$ cat src/rtl/multicycle_core_if.sv
// Instruction and data memory buses of the multicycle core.
// The core drives the master side; memories sit on the slave side.
interface multicycle_core_if #(
  parameter int DATA_WIDTH = 8,
  parameter int ADDR_WIDTH = 8
);
  logic                  imem_req;
  logic [ADDR_WIDTH-1:0] imem_addr;
  logic                  imem_ack;
  logic [7:0]            imem_rdata;

  logic                  dmem_req;
  logic                  dmem_we;
  logic [ADDR_WIDTH-1:0] dmem_addr;
  logic [DATA_WIDTH-1:0] dmem_wdata;
  logic                  dmem_ack;
  logic [DATA_WIDTH-1:0] dmem_rdata;

  modport master (
    output imem_req, imem_addr, dmem_req, dmem_we, dmem_addr, dmem_wdata,
    input  imem_ack, imem_rdata, dmem_ack, dmem_rdata
  );

  modport slave (
    input  imem_req, imem_addr, dmem_req, dmem_we, dmem_addr, dmem_wdata,
    output imem_ack, imem_rdata, dmem_ack, dmem_rdata
  );
endinterface

$ cat src/rtl/multicycle_core.sv
// Four-register multicycle core: FETCH/DECODE/EXECUTE/MEM/WB/HALT with
// req/ack instruction and data memories and a sticky signed-overflow flag.
module multicycle_core #(
  parameter int DATA_WIDTH = 8,
  parameter int ADDR_WIDTH = 8,
  parameter int RESET_PC   = 0
) (
  input  logic                  clk,
  input  logic                  reset,
  multicycle_core_if.master     bus,
  output logic                  retire,
  output logic                  halted,
  output logic                  ovf,
  output logic [ADDR_WIDTH-1:0] pc,
  input  logic [1:0]            dbg_sel,
  output logic [DATA_WIDTH-1:0] dbg_data
);
  localparam logic [3:0] OP_ADD = 4'b0001, OP_SUB = 4'b0010, OP_AND = 4'b0011,
                         OP_OR  = 4'b0100, OP_SLT = 4'b0101, OP_LW  = 4'b1010,
                         OP_SW  = 4'b1011, OP_BEQ = 4'b1100, OP_BNE = 4'b1101,
                         OP_J   = 4'b1110;
  localparam int MSB = DATA_WIDTH - 1;

  typedef enum logic [2:0] {
    S_FETCH, S_DECODE, S_EXECUTE, S_MEM, S_WB, S_HALT
  } state_t;

  state_t                state, state_nxt;
  logic [7:0]            ir;
  logic [DATA_WIDTH-1:0] rf [4];
  logic [DATA_WIDTH-1:0] a, b, res;
  logic [DATA_WIDTH-1:0] sum, diff, alu_res;
  logic                  alu_ovf;
  logic [ADDR_WIDTH-1:0] a_addr, b_addr, r0_addr, pc_inc, pc_nxt;

  wire [3:0] op = ir[7:4];
  wire [1:0] rs = ir[3:2];
  wire [1:0] rt = ir[1:0];

  wire is_alu = (op >= OP_ADD) && (op <= OP_SLT);
  wire is_mem = (op == OP_LW) || (op == OP_SW);

  // Register values used as addresses are truncated or zero-extended to ADDR_WIDTH.
  generate
    if (DATA_WIDTH >= ADDR_WIDTH) begin : g_addr_trunc
      assign a_addr  = a[ADDR_WIDTH-1:0];
      assign b_addr  = b[ADDR_WIDTH-1:0];
      assign r0_addr = rf[0][ADDR_WIDTH-1:0];
    end else begin : g_addr_ext
      assign a_addr  = {{(ADDR_WIDTH-DATA_WIDTH){1'b0}}, a};
      assign b_addr  = {{(ADDR_WIDTH-DATA_WIDTH){1'b0}}, b};
      assign r0_addr = {{(ADDR_WIDTH-DATA_WIDTH){1'b0}}, rf[0]};
    end
  endgenerate

  assign sum  = a + b;
  assign diff = a - b;

  always_comb begin
    alu_res = '0;
    alu_ovf = 1'b0;
    case (op)
      OP_ADD: begin
        alu_res = sum;
        alu_ovf = (a[MSB] == b[MSB]) && (sum[MSB] != a[MSB]);
      end
      OP_SUB: begin
        alu_res = diff;
        alu_ovf = (a[MSB] != b[MSB]) && (diff[MSB] != a[MSB]);
      end
      OP_AND:  alu_res = a & b;
      OP_OR:   alu_res = a | b;
      OP_SLT:  alu_res = {{(DATA_WIDTH-1){1'b0}}, ($signed(a) < $signed(b))};
      default: alu_res = '0;
    endcase
  end

  assign pc_inc = pc + ADDR_WIDTH'(1);

  always_comb begin
    pc_nxt = pc_inc;
    case (op)
      OP_BEQ:  if (a == b) pc_nxt = pc_inc + r0_addr;
      OP_BNE:  if (a != b) pc_nxt = pc_inc + r0_addr;
      OP_J:    pc_nxt = a_addr;
      default: pc_nxt = pc_inc;
    endcase
  end

  always_comb begin
    state_nxt = state;
    case (state)
      S_FETCH:   if (bus.imem_ack) state_nxt = S_DECODE;
      S_DECODE:  state_nxt = (ir == 8'h00) ? S_HALT : S_EXECUTE;
      S_EXECUTE: state_nxt = is_mem ? S_MEM : S_WB;
      S_MEM:     if (bus.dmem_ack) state_nxt = S_WB;
      S_WB:      state_nxt = S_FETCH;
      S_HALT:    state_nxt = S_HALT;
      default:   state_nxt = S_FETCH;
    endcase
  end

  always_ff @(posedge clk or posedge reset) begin
    if (reset) state <= S_FETCH;
    else       state <= state_nxt;
  end

  // Acks are only honoured in their own state, so stray acks never change state.
  always_ff @(posedge clk or posedge reset) begin
    if (reset) begin
      pc  <= ADDR_WIDTH'(RESET_PC);
      ir  <= 8'h00;
      a   <= '0;
      b   <= '0;
      res <= '0;
      ovf <= 1'b0;
      for (int i = 0; i < 4; i++) rf[i] <= '0;
    end else begin
      case (state)
        S_FETCH:   if (bus.imem_ack) ir <= bus.imem_rdata;
        S_DECODE: begin
          a <= rf[rs];
          b <= rf[rt];
        end
        S_EXECUTE: begin
          res <= alu_res;
          if (alu_ovf) ovf <= 1'b1;
        end
        S_MEM:     if (bus.dmem_ack && op == OP_LW) res <= bus.dmem_rdata;
        S_WB: begin
          if (is_alu || op == OP_LW) rf[rs] <= res;
          pc <= pc_nxt;
        end
        default: ;
      endcase
    end
  end

  assign bus.imem_req   = (state == S_FETCH);
  assign bus.imem_addr  = pc;
  assign bus.dmem_req   = (state == S_MEM);
  assign bus.dmem_we    = (state == S_MEM) && (op == OP_SW);
  assign bus.dmem_addr  = b_addr;
  assign bus.dmem_wdata = a;
  assign retire         = (state == S_WB);
  assign halted         = (state == S_HALT);
  assign dbg_data       = rf[dbg_sel];
endmodule
$ cat src/flat_wrapper.sv
// flat-port wrapper written by rule: the top's interface ports become plain ports
module multicycle_core_flat 
#(
  parameter int DATA_WIDTH = 8,
  parameter int ADDR_WIDTH = 8,
  parameter int RESET_PC   = 0
)
  (clk, reset, retire, halted, ovf, pc, dbg_sel, dbg_data, bus_imem_req, bus_imem_addr, bus_dmem_req, bus_dmem_we, bus_dmem_addr, bus_dmem_wdata, bus_imem_ack, bus_imem_rdata, bus_dmem_ack, bus_dmem_rdata);
  multicycle_core_if #(.DATA_WIDTH(DATA_WIDTH), .ADDR_WIDTH(ADDR_WIDTH)) bus_i ();
  input  logic clk;
  input  logic reset;
  output logic retire;
  output logic halted;
  output logic ovf;
  output logic [ADDR_WIDTH-1:0] pc;
  input  logic [1:0] dbg_sel;
  output logic [DATA_WIDTH-1:0] dbg_data;
  output wire logic [$bits(bus_i.imem_req)-1:0] bus_imem_req;
  output wire logic [$bits(bus_i.imem_addr)-1:0] bus_imem_addr;
  output wire logic [$bits(bus_i.dmem_req)-1:0] bus_dmem_req;
  output wire logic [$bits(bus_i.dmem_we)-1:0] bus_dmem_we;
  output wire logic [$bits(bus_i.dmem_addr)-1:0] bus_dmem_addr;
  output wire logic [$bits(bus_i.dmem_wdata)-1:0] bus_dmem_wdata;
  input wire logic [$bits(bus_i.imem_ack)-1:0] bus_imem_ack;
  input wire logic [$bits(bus_i.imem_rdata)-1:0] bus_imem_rdata;
  input wire logic [$bits(bus_i.dmem_ack)-1:0] bus_dmem_ack;
  input wire logic [$bits(bus_i.dmem_rdata)-1:0] bus_dmem_rdata;
  assign bus_imem_req = bus_i.imem_req;
  assign bus_imem_addr = bus_i.imem_addr;
  assign bus_dmem_req = bus_i.dmem_req;
  assign bus_dmem_we = bus_i.dmem_we;
  assign bus_dmem_addr = bus_i.dmem_addr;
  assign bus_dmem_wdata = bus_i.dmem_wdata;
  assign bus_i.imem_ack = bus_imem_ack;
  assign bus_i.imem_rdata = bus_imem_rdata;
  assign bus_i.dmem_ack = bus_dmem_ack;
  assign bus_i.dmem_rdata = bus_dmem_rdata;
  multicycle_core #(.DATA_WIDTH(DATA_WIDTH), .ADDR_WIDTH(ADDR_WIDTH), .RESET_PC(RESET_PC)) u_core (.clk(clk), .reset(reset), .bus(bus_i), .retire(retire), .halted(halted), .ovf(ovf), .pc(pc), .dbg_sel(dbg_sel), .dbg_data(dbg_data));
endmodule
$ cat config.mk
export PLATFORM = sky130hd
export DESIGN_NAME = multicycle_core_flat
export DESIGN_NICKNAME = d
export VERILOG_FILES = /design/src/rtl/multicycle_core_if.sv /design/src/rtl/multicycle_core.sv /design/src/flat_wrapper.sv
export SDC_FILE = /design/constraint.sdc
export NUM_CORES = 1
export LEC_CHECK = 0
export CAP_MARGIN = 0
export CELL_PAD_IN_SITES_DETAIL_PLACEMENT = 1
export CELL_PAD_IN_SITES_GLOBAL_PLACEMENT = 2
export CORE_UTILIZATION = 36
export DETAILED_ROUTE_END_ITERATION = 7
export PLACE_DENSITY_LB_ADDON = 0.12
export SYNTH_ARGS = -nofsm -noshare
export SYNTH_HDL_FRONTEND = slang
export SYNTH_SLANG_ARGS = --single-unit
$ cat constraint.sdc
create_clock -name clk -period 2.9 [get_ports clk]
set_input_delay 0.58 -clock clk [delete_from_list [all_inputs] [get_ports clk]]
set_output_delay 0.58 -clock clk [all_outputs]
set_load 0.05 [all_outputs]
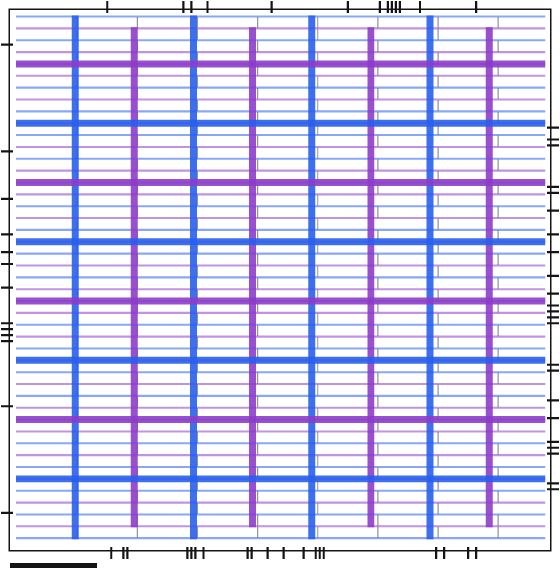
Fig. 1. Supply network.
The bar under the picture is 20 um long. Pins as bars on the die edge. Tap cells in grey.
legend:
  VDD:
    colour: purple
  VSS:
    colour: blue
tap cells: 184
met5 straps: 8

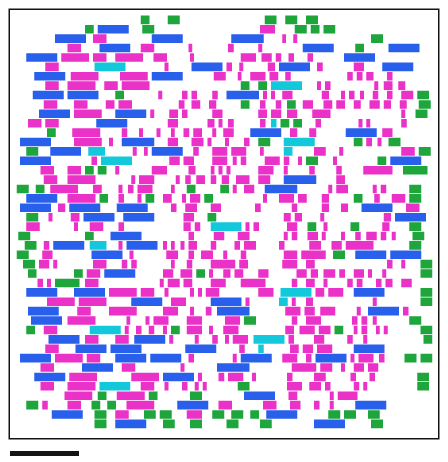
Fig. 2. Cells coloured by class.
The bar under the picture is 20 um long.
legend:
  remaining buffers and delay cells:
    colour: green
    cells: 97
    share_of_their_area: 14%
  combinational and other logic:
    colour: magenta
    cells: 412
    share_of_their_area: 52%
  sequential cells:
    colour: blue
    cells: 76
    share_of_their_area: 30%
  clock drivers and dummy loads:
    colour: cyan
    cells: 15
    share_of_their_area: 4.3%

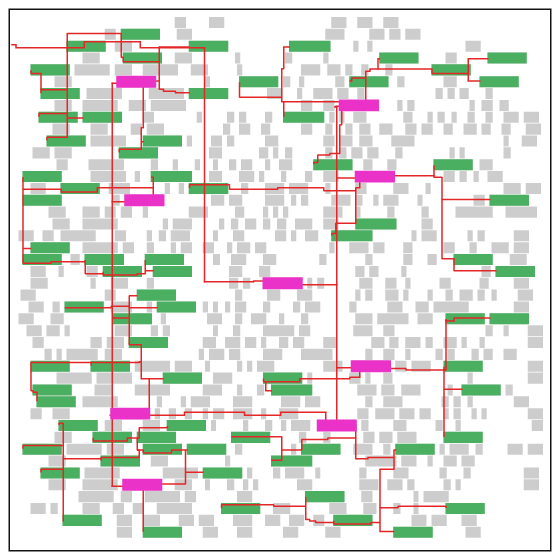
Fig. 3. Clock wires, drivers and flops.
legend:
  clock wires:
    colour: red
    length: 1290 um
  clock drivers:
    colour: magenta
    count: 9
  flip-flops:
    colour: green
    count: 76
flops lie: all over the die

==> impl_metrics.toml <==
# yosys + openroad results
[die]
die_h_um = 124
core_mm2 = 0.0145
die-area_mm2 = 0.0154
io_pins = 68
rows = 44
floorplan.core_util_pct = 36.8

[cts]
clkTransAtPathRegs_ps = 60
cts_tree = "built"
numCtsBuffers = 9
clkLatencyLatePin_ps = 350
cts_sinks = 76
root_buffer = "clkbuf_16"
cts_buffer_depth = 2
htreeDepth = 3

[job]
stage_log_warnings = 44
maxCapViolations = 0

[final_timing]
maxSlewHeadroom_pct = 47.6
fin_crit_sh_pct = 94.4
rsz0062_at_grt = "false"
period_needed_ps = 2740
setup_viol = 0
final_hold_viol_count = 0
fmaxAchievable_mhz = 365
clock-skew-final_ps = 8.52
worst_pin_slew_ps = 787

[route]
top_layer = "met4"
met1_length_um = 7820
dr_wl_met2_um = 8060
viasPerCell = 5.57
ant_nets = 0
wl_met3_um = 684
num_vias = 4367
drt-initial-drc-count = 199
drc = 0
wirelength_um = 17000

[placement]
dpl.hpwl_um = 12800
gp_congestion = 0.877
detailed_place.area_mm2 = 0.00634
port_buffers = 67

[logic_synthesis]
syn_area_mm2 = 0.00535
ys_ff = 76
ys_area_mm2 = 0.00535
yosysWarnings = 0
yosys_cells = 521
synthDistinctLibCells = 64
edf_count = 0
synthArstFlopShare_pct = 100
syn_inst = 521

[critical_path]
cp.required_ps = 3130
cp_max_fo = 8
end_kind = "register"
cp.buffers_inverters = 0
cp_slowest_cell = "dfrtp_1"
slowest_delay_ps = 490
crit_chain = "ha_1 > nand3_1 > xnor2_2 > ha_1 > a21oi_1 > o21ai_0 > xor2_1 > a221o_1 > o21ai_1 > a21oi_1"
start_kind = "register"
crit_arrival_ps = 2960
crit_family = "AND-OR/OR-AND gates"

[min_path]
hp-class = "reg2reg"

[status]
status = "complete, no violations"

[layout]
fill_cells = 1629
area_delta_synth_final_pct = 23.8
drive_gt1_share_pct = 22.8
design_area_mm2 = 0.00662
layout_top_cell = "dfrtp_1"
n_antenna_cell = 0
final_cell_mix = "69 x dfrtp_1, 56 x clkdlybuf4s50_1, 52 x nand2_1, 39 x mux2_2, 39 x buf_4"
comb_area_mm2 = 0.00319
num-nets-final = 655

[power_and_ir_drop]
p_per_area_mw_per_mm2 = 1130
p_total_mw = 7.49
ir_drop_uv = 471

[global_route]
gr-total-overflow = 0
grt_max_degree = 48
grt_pass1_wl_um = 26700
grt_pass1_vias = 4528
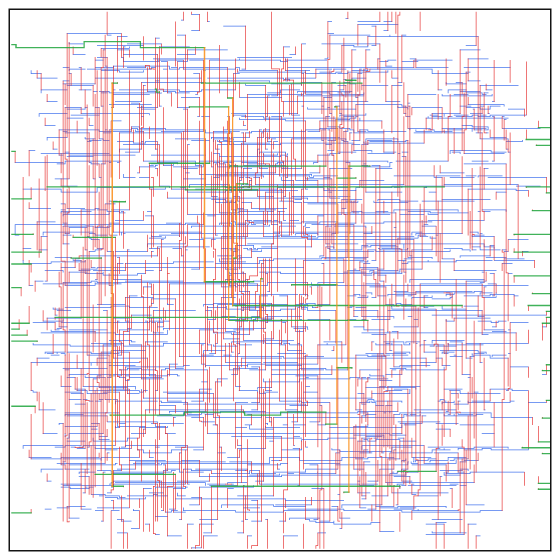
Fig. 4. Metal layers overlaid.
legend:
  metal 1:
    colour: blue
    wire_length: 7820 um
  metal 2:
    colour: red
    wire_length: 8060 um
  metal 3:
    colour: green
    wire_length: 684 um
  metal 4:
    colour: orange
    wire_length: 416 um

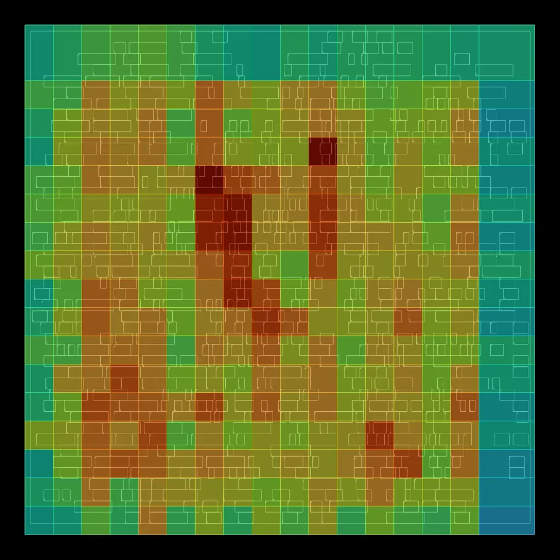
Fig. 5. Track usage over the die.
busiest grt layer: met2
total track usage: 24.1%
met3 Resource Use GR: 4.08%

[area by class of cell]
| type | count | share of cell area (%) |
|---|---|---|
| clock inverters | 4 | 0.378 |
| flip-flops and latches | 76 | 28.9 |
| repair buffers | 97 | 13.5 |
| inverters | 31 | 1.78 |
| well taps | 184 | 3.48 |
| clock buffers | 11 | 3.82 |
| multi-input cells | 381 | 48.2 |
[registers in the layout, indices dropped and copies added (netlist names)]
| register | count |
|---|---|
| u_core.bus.imem_addr | 8 |
| u_core.rf | 24 |
| u_core.bus.dmem_addr | 8 |
| u_core.res | 8 |
| u_core.r0_addr | 8 |
| u_core.ovf | 1 |
| u_core.state | 3 |
| u_core.ir | 8 |
| u_core.bus.dmem_wdata | 8 |
[worst register-to-register path: cells and delay by family (launching register included)]
family          cells  cell delay (ps)
flops               1              490
simple gates        1              150
fa+ha+maj           2              620
xor+xnor            2              420
compound gates      5              930
[Yosys cell counts (6+ instances only)]
library cell / number / area share, %
o21ai_0: 38 / 3.6
nor2_1: 25 / 1.8
xnor2_1: 11 / 1.8
a21oi_1: 29 / 2.7
buf_4: 8 / 1.1
nor3_1: 8 / 0.75
ha_1: 34 / 8.0
mux4_2: 24 / 10
nand3_1: 9 / 0.84
o21ai_1: 6 / 0.56
mux2_2: 39 / 8.2
clkbuf_1: 17 / 1.2
xor2_1: 6 / 0.98
inv_1: 31 / 2.2
dfrtp_1: 76 / 36
nand2_1: 52 / 3.6
[stage by stage]
stage | setup WS, ps | std cells | hold WS (ps) | util (%)
floorplan | 25.2 | 521 | 498 | -
detailed placement | 101 | 769 | 481 | 43.6
global route | 36.9 | 784 | 531 | 45.6
global placement | 206 | 769 | 489 | 43.6
CTS | 65.5 | 784 | 495 | 45.5
finish | 162 | 784 | 488 | 45.6
[report_power, final]
group / internal [mW] / switching (mW)
sequential: 1.41 / 0.717
clock: 0.619 / 0.477
combinational: 1.84 / 2.42
total: 3.88 / 3.62
[cell families after synthesis]
family | share of synthesized area (%)
compound gates | 15.5
xor+xnor | 3.20
fa+ha+maj | 9.08
buf+inv | 5.24
flops | 35.6
mux | 19.1
simple gates | 12.4
[path summary, 6_finish.rpt]
kind	from	endpoint	slack, ps	cells after the start
min	u_core.ovf	u_core.ovf	490	2
max reg2reg	u_core.bus.imem_addr[0]	u_core.bus.imem_addr[5]	160	10
min reg2reg	u_core.ovf	u_core.ovf	490	2
max in group asynchronous	reset	u_core.bus.dmem_addr[7]	1620	3
max	u_core.bus.imem_addr[0]	u_core.bus.imem_addr[5]	160	10
min in group asynchronous	reset	u_core.rf[18]	600	2
[layer usage]
| layer | global-route usage (%) | up-vias |
|---|---|---|
| li1 | - | 2067 |
| met1 | 32.7 | 2197 |
| met2 | 38.2 | 82 |
| met3 | 4.08 | 21 |
| met4 | 9.45 | 0 |
| met5 | 0 | - |
[what timing repair did]
action / CTS / global route
hold buffers: 0 / 0
gates resized: 0 / 1
endpoints found under the setup margin: 0 / 1
buffers inserted: 0 / 0
